### src/rtl/hdlc_rx_protocol_monitor.sv
// hdlc_rx_protocol_monitor: per-lane HDLC Rx flag/abort checker with sticky errors, saturating count and first-error capture
// Optional: define SPURIOUS_FLAG_CHK_EN to flag Rx_FlagDetect pulses that have no matching flag (code 11).
module hdlc_rx_protocol_monitor #(
    parameter int CHANNELS = 4,
    parameter int FLAG_LAT = 2,
    parameter int CNT_W    = 16
) (
    input  logic                Clk,
    input  logic                Rst,
    input  logic [CHANNELS-1:0] Rx,
    input  logic [CHANNELS-1:0] Rx_En,
    input  logic [CHANNELS-1:0] Rx_FlagDetect,
    input  logic [CHANNELS-1:0] Rx_AbortDetect,
    input  logic [CHANNELS-1:0] Rx_ValidFrame,
    input  logic [CHANNELS-1:0] Rx_AbortSignal,
    input  logic                ClrErr,
    output logic [CNT_W-1:0]    ErrCnt,
    output logic [CHANNELS-1:0] ErrSticky,
    output logic                ErrPulse,
    output logic                ErrFirstValid,
    output logic [3:0]          ErrFirstCh,
    output logic [1:0]          ErrFirstCode
);
    localparam logic [CNT_W+5:0] CNT_MAX = (CNT_W+6)'({CNT_W{1'b1}});

    // The 8-bit flag window is the 7 stored bits plus the bit on Rx this cycle.
    logic [6:0]          hist [CHANNELS];
    logic [FLAG_LAT-1:0] pipe [CHANNELS];
    logic [CHANNELS-1:0] abort_pend, match, tap, err_flag, err_abort, err_spur, lane_err;
    logic [5:0]          pop;
    logic [3:0]          first_ch;
    logic [1:0]          first_code;
    logic [CNT_W+5:0]    cnt_sum;
    logic [CHANNELS-1:0] sticky_base;
    logic                valid_base;

    // Per-lane flag match and error detection for the current cycle
    always_comb begin
        for (int i = 0; i < CHANNELS; i++) begin
            match[i]     = Rx_En[i] && ({hist[i], Rx[i]} == 8'h7E);
            tap[i]       = pipe[i][FLAG_LAT-1];
            err_flag[i]  = Rx_En[i] && tap[i] && !Rx_FlagDetect[i];
            err_abort[i] = Rx_En[i] && abort_pend[i] && !Rx_AbortSignal[i];
`ifdef SPURIOUS_FLAG_CHK_EN
            err_spur[i]  = Rx_En[i] && Rx_FlagDetect[i] && !tap[i];
`else
            err_spur[i]  = 1'b0;
`endif
            lane_err[i]  = err_flag[i] || err_abort[i] || err_spur[i];
        end
    end

    // Error popcount and lowest-lane first-error selection; clear applies before new errors
    always_comb begin
        pop        = '0;
        first_ch   = '0;
        first_code = '0;
        for (int i = CHANNELS - 1; i >= 0; i--) begin
            pop = pop + 6'(err_flag[i]) + 6'(err_abort[i]) + 6'(err_spur[i]);
            if (lane_err[i]) begin
                first_ch   = 4'(i);
                first_code = err_flag[i] ? 2'b01 : err_abort[i] ? 2'b10 : 2'b11;
            end
        end
        cnt_sum     = (CNT_W+6)'(ClrErr ? '0 : ErrCnt) + (CNT_W+6)'(pop);
        sticky_base = ClrErr ? '0 : ErrSticky;
        valid_base  = ErrFirstValid && !ClrErr;
    end

    // Lane history, flag delay pipe and pending abort check; a disabled lane forgets everything
    always_ff @(posedge Clk) begin
        for (int i = 0; i < CHANNELS; i++) begin
            if (Rst || !Rx_En[i]) begin
                hist[i]       <= '0;
                pipe[i]       <= '0;
                abort_pend[i] <= 1'b0;
            end else begin
                hist[i]       <= {hist[i][5:0], Rx[i]};
                pipe[i]       <= FLAG_LAT'({pipe[i], match[i]});
                abort_pend[i] <= Rx_AbortDetect[i] && Rx_ValidFrame[i];
            end
        end
    end

    // Error reporting registers
    always_ff @(posedge Clk) begin
        if (Rst) begin
            ErrCnt        <= '0;
            ErrSticky     <= '0;
            ErrPulse      <= 1'b0;
            ErrFirstValid <= 1'b0;
            ErrFirstCh    <= '0;
            ErrFirstCode  <= '0;
        end else begin
            ErrCnt        <= (cnt_sum > CNT_MAX) ? '1 : CNT_W'(cnt_sum);
            ErrSticky     <= sticky_base | lane_err;
            ErrPulse      <= |lane_err;
            ErrFirstValid <= valid_base || (|lane_err);
            ErrFirstCh    <= (!valid_base && |lane_err) ? first_ch : ClrErr ? '0 : ErrFirstCh;
            ErrFirstCode  <= (!valid_base && |lane_err) ? first_code : ClrErr ? '0 : ErrFirstCode;
        end
    end
endmodule

### config.mk
export PLATFORM = sky130hd
export DESIGN_NAME = hdlc_rx_protocol_monitor
export DESIGN_NICKNAME = d
export VERILOG_FILES = /design/src/rtl/hdlc_rx_protocol_monitor.sv
export SDC_FILE = /design/constraint.sdc
export NUM_CORES = 1
export LEC_CHECK = 0
export ABC_CLOCK_PERIOD_IN_PS = 5800
export CELL_PAD_IN_SITES_DETAIL_PLACEMENT = 1
export CELL_PAD_IN_SITES_GLOBAL_PLACEMENT = 2
export CORE_MARGIN = 5
export CORE_UTILIZATION = 32
export DETAILED_ROUTE_END_ITERATION = 16
export PLACE_DENSITY_LB_ADDON = 0.1
export SYNTH_ARGS = -nofsm -noshare
export SYNTH_HDL_FRONTEND = slang
export SYNTH_SLANG_ARGS = --single-unit
### constraint.sdc
create_clock -name Clk -period 5.8 [get_ports Clk]
set_input_delay 1.16 -clock Clk [delete_from_list [all_inputs] [get_ports Clk]]
set_output_delay 1.16 -clock Clk [all_outputs]
set_load 0.01 [all_outputs]
==> impl_metrics.py <==
# Metrics from the implementation run
metrics = {
    "outcome": {
        "status": "complete, no violations",
    },
    "final_layout": {
        "drive_above_1_share_pct": 6.977,
        "area_growth_syn_to_layout_pct": 28.84,
        "finalInstanceArea_um2": 3600,
        "final_common_cell": "dfxtp_1",
    },
    "placement": {
        "place_area_um2": 3422,
        "place_hpwl_mm": 5.053,
    },
    "synthesis": {
        "synth-simple-area-share_pct": 28.88,
        "synth_area_per_cell_um2": 9.873,
        "ys_cells": 283,
        "top_cell_area_share_pct": 47.29,
        "synth_cell_types": 51,
    },
    "detailed_routing": {
        "firstDrtPassIters": 4,
        "drt_iter0_drc": 50,
    },
    "hold_path": {
        "hp-class": "reg -> reg",
    },
    "global_routing": {
        "grt_max_degree": 32,
        "grtUsageTotal_pct": 13.98,
    },
    "final_timing": {
        "worst_clock_skew_ns": 0.006433,
        "max_freq_mhz": 194.0,
        "slew_viol_final": 0,
        "slew_headroom_pct": 62.73,
    },
    "critical_path": {
        "cp_common_cell": "fa_1",
        "critPathCaptureType": "flip-flop",
    },
    "die": {
        "die_w_um": 103.4,
    },
    "pwr": {
        "leakagePower_nw": 1.378,
    },
    "clock_tree": {
        "postCtsHoldBufs": 0,
    },
}
[logic make-up after synthesis]
family,after synthesis
AND/OR/NAND/NOR,129
flip-flops,66
AND-OR/OR-AND,50
buffers and inverters,18
XOR/XNOR,8
other,1
adder cells (fa/ha/maj),11
[final timing paths]
kind / start / endpoint / slack, ns / cells past startpoint
worst min-delay path: pipe[1][0] / pipe[1][1] / 0.43 / 1
worst max register to register: pipe[1][1] / ErrCnt[9] / 1.61 / 12
worst min register to register: pipe[1][0] / pipe[1][1] / 0.43 / 1
worst max-delay path: Rx_En[3] / ErrCnt[9] / 0.64 / 12
[routing by layer]
layer	share of wire [%]	global-route usage [%]	up-vias
li1	-	-	1090
met1	47	17.52	1083
met2	47	22.65	41
met3	5.4	4.628	8
met4	1.2	4.681	0
met5	0	0	-
[final cells by class]
cell class / count / area, um2 / share of cell area, %
Multi-Input combinational cell: 200 / 1393 / 38.69
Sequential cell: 66 / 1321 / 36.71
Timing Repair Buffer: 54 / 535.5 / 14.88
Clock buffer: 12 / 165.2 / 4.588
Tap cell: 108 / 135.1 / 3.754
Inverter: 10 / 37.54 / 1.043
Clock inverter: 2 / 12.51 / 0.3476
[power by group]
part / internal (mW) / switching [mW]
clock network: 0.185 / 0.169
registers: 0.457 / 0.00160
logic: 0.0248 / 0.0197
[state kept, by name (all words and copies together) (netlist names)]
name           cells
ErrFirstCh         2
ErrFirstValid      1
ErrPulse           1
ErrCnt            16
abort_pend         4
hist              28
ErrFirstCode       2
ErrSticky          4
pipe               8
[worst register-to-register path, cell delays in order, from the launching register on]
cell     delay, ns
dfxtp_1       0.30
nor2b_1       0.12
and2_1        0.18
fa_1          0.50
inv_1         0.05
fa_1          0.52
fa_1          0.42
fa_1          0.42
fa_1          0.43
nor2b_1       0.24
o31ai_2       0.13
or4_4         0.65
a21oi_1       0.16
### Placed cells, one color a class

Scale bar: 20 um.
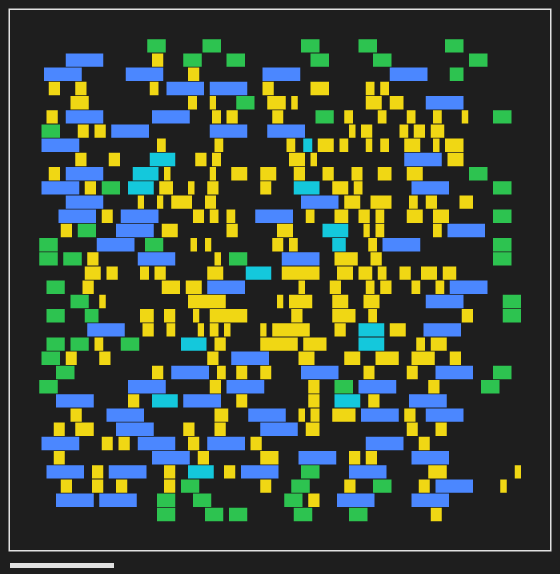
class	color	cells
clock drivers and dummy loads	cyan	14
other buffers and delay cells	green	54
all other logic	yellow	210
flip-flops	blue	66
sequential cell area share: 36.71%
# rows: 34

### Met1 routing

Supply wires on this layer in gray. Cells faint in the background.
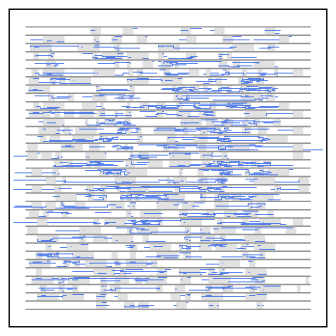
main direction	horizontal
longest straight run	28.1 um
share of all routed wire	47%
met1 GRT Util: 17.52%
Total Wirelength: 6.820 mm

### Clock wiring as the flow saved it

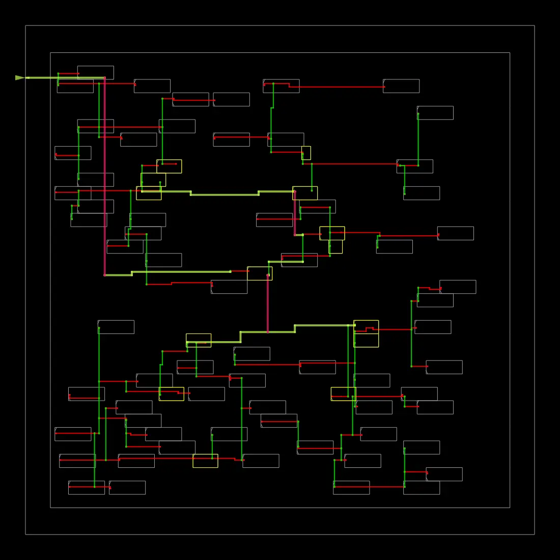
# clock sinks: 66
Num CTS Buffers: 9
Seq Cell Count: 66
# clk buffers: 12
clock-net power: 0.354 mW

### Clock wires, drivers and flops

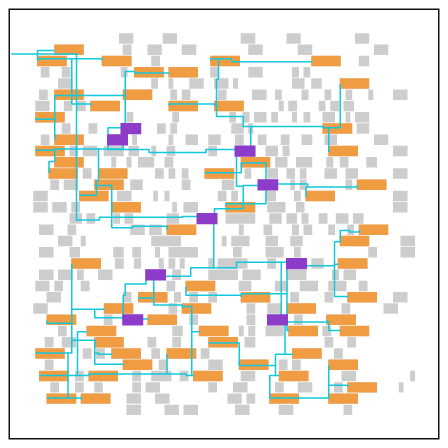
[clock wires] cyan | length: 953 um
[flip-flops] orange | count: 66
[cells driving clock nets] purple | count: 9
flops lie	all over the die

### Cells by drive strength

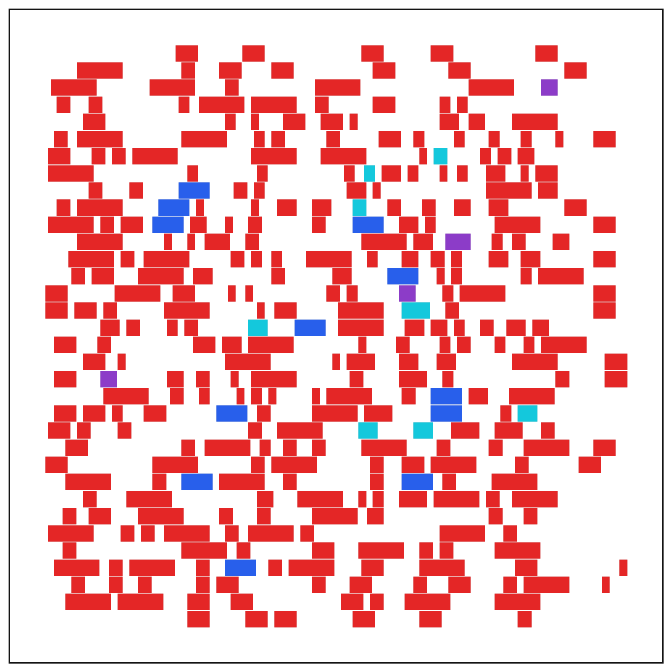
size	color	cells	share
drive 2	cyan	8	2.3%
drive 3 to 4	purple	4	1.2%
drive 6 and up	blue	12	3.5%
drive 1 or less	red	320	93%

Power figures rest on the tool's default switching activity, not on a simulated workload.
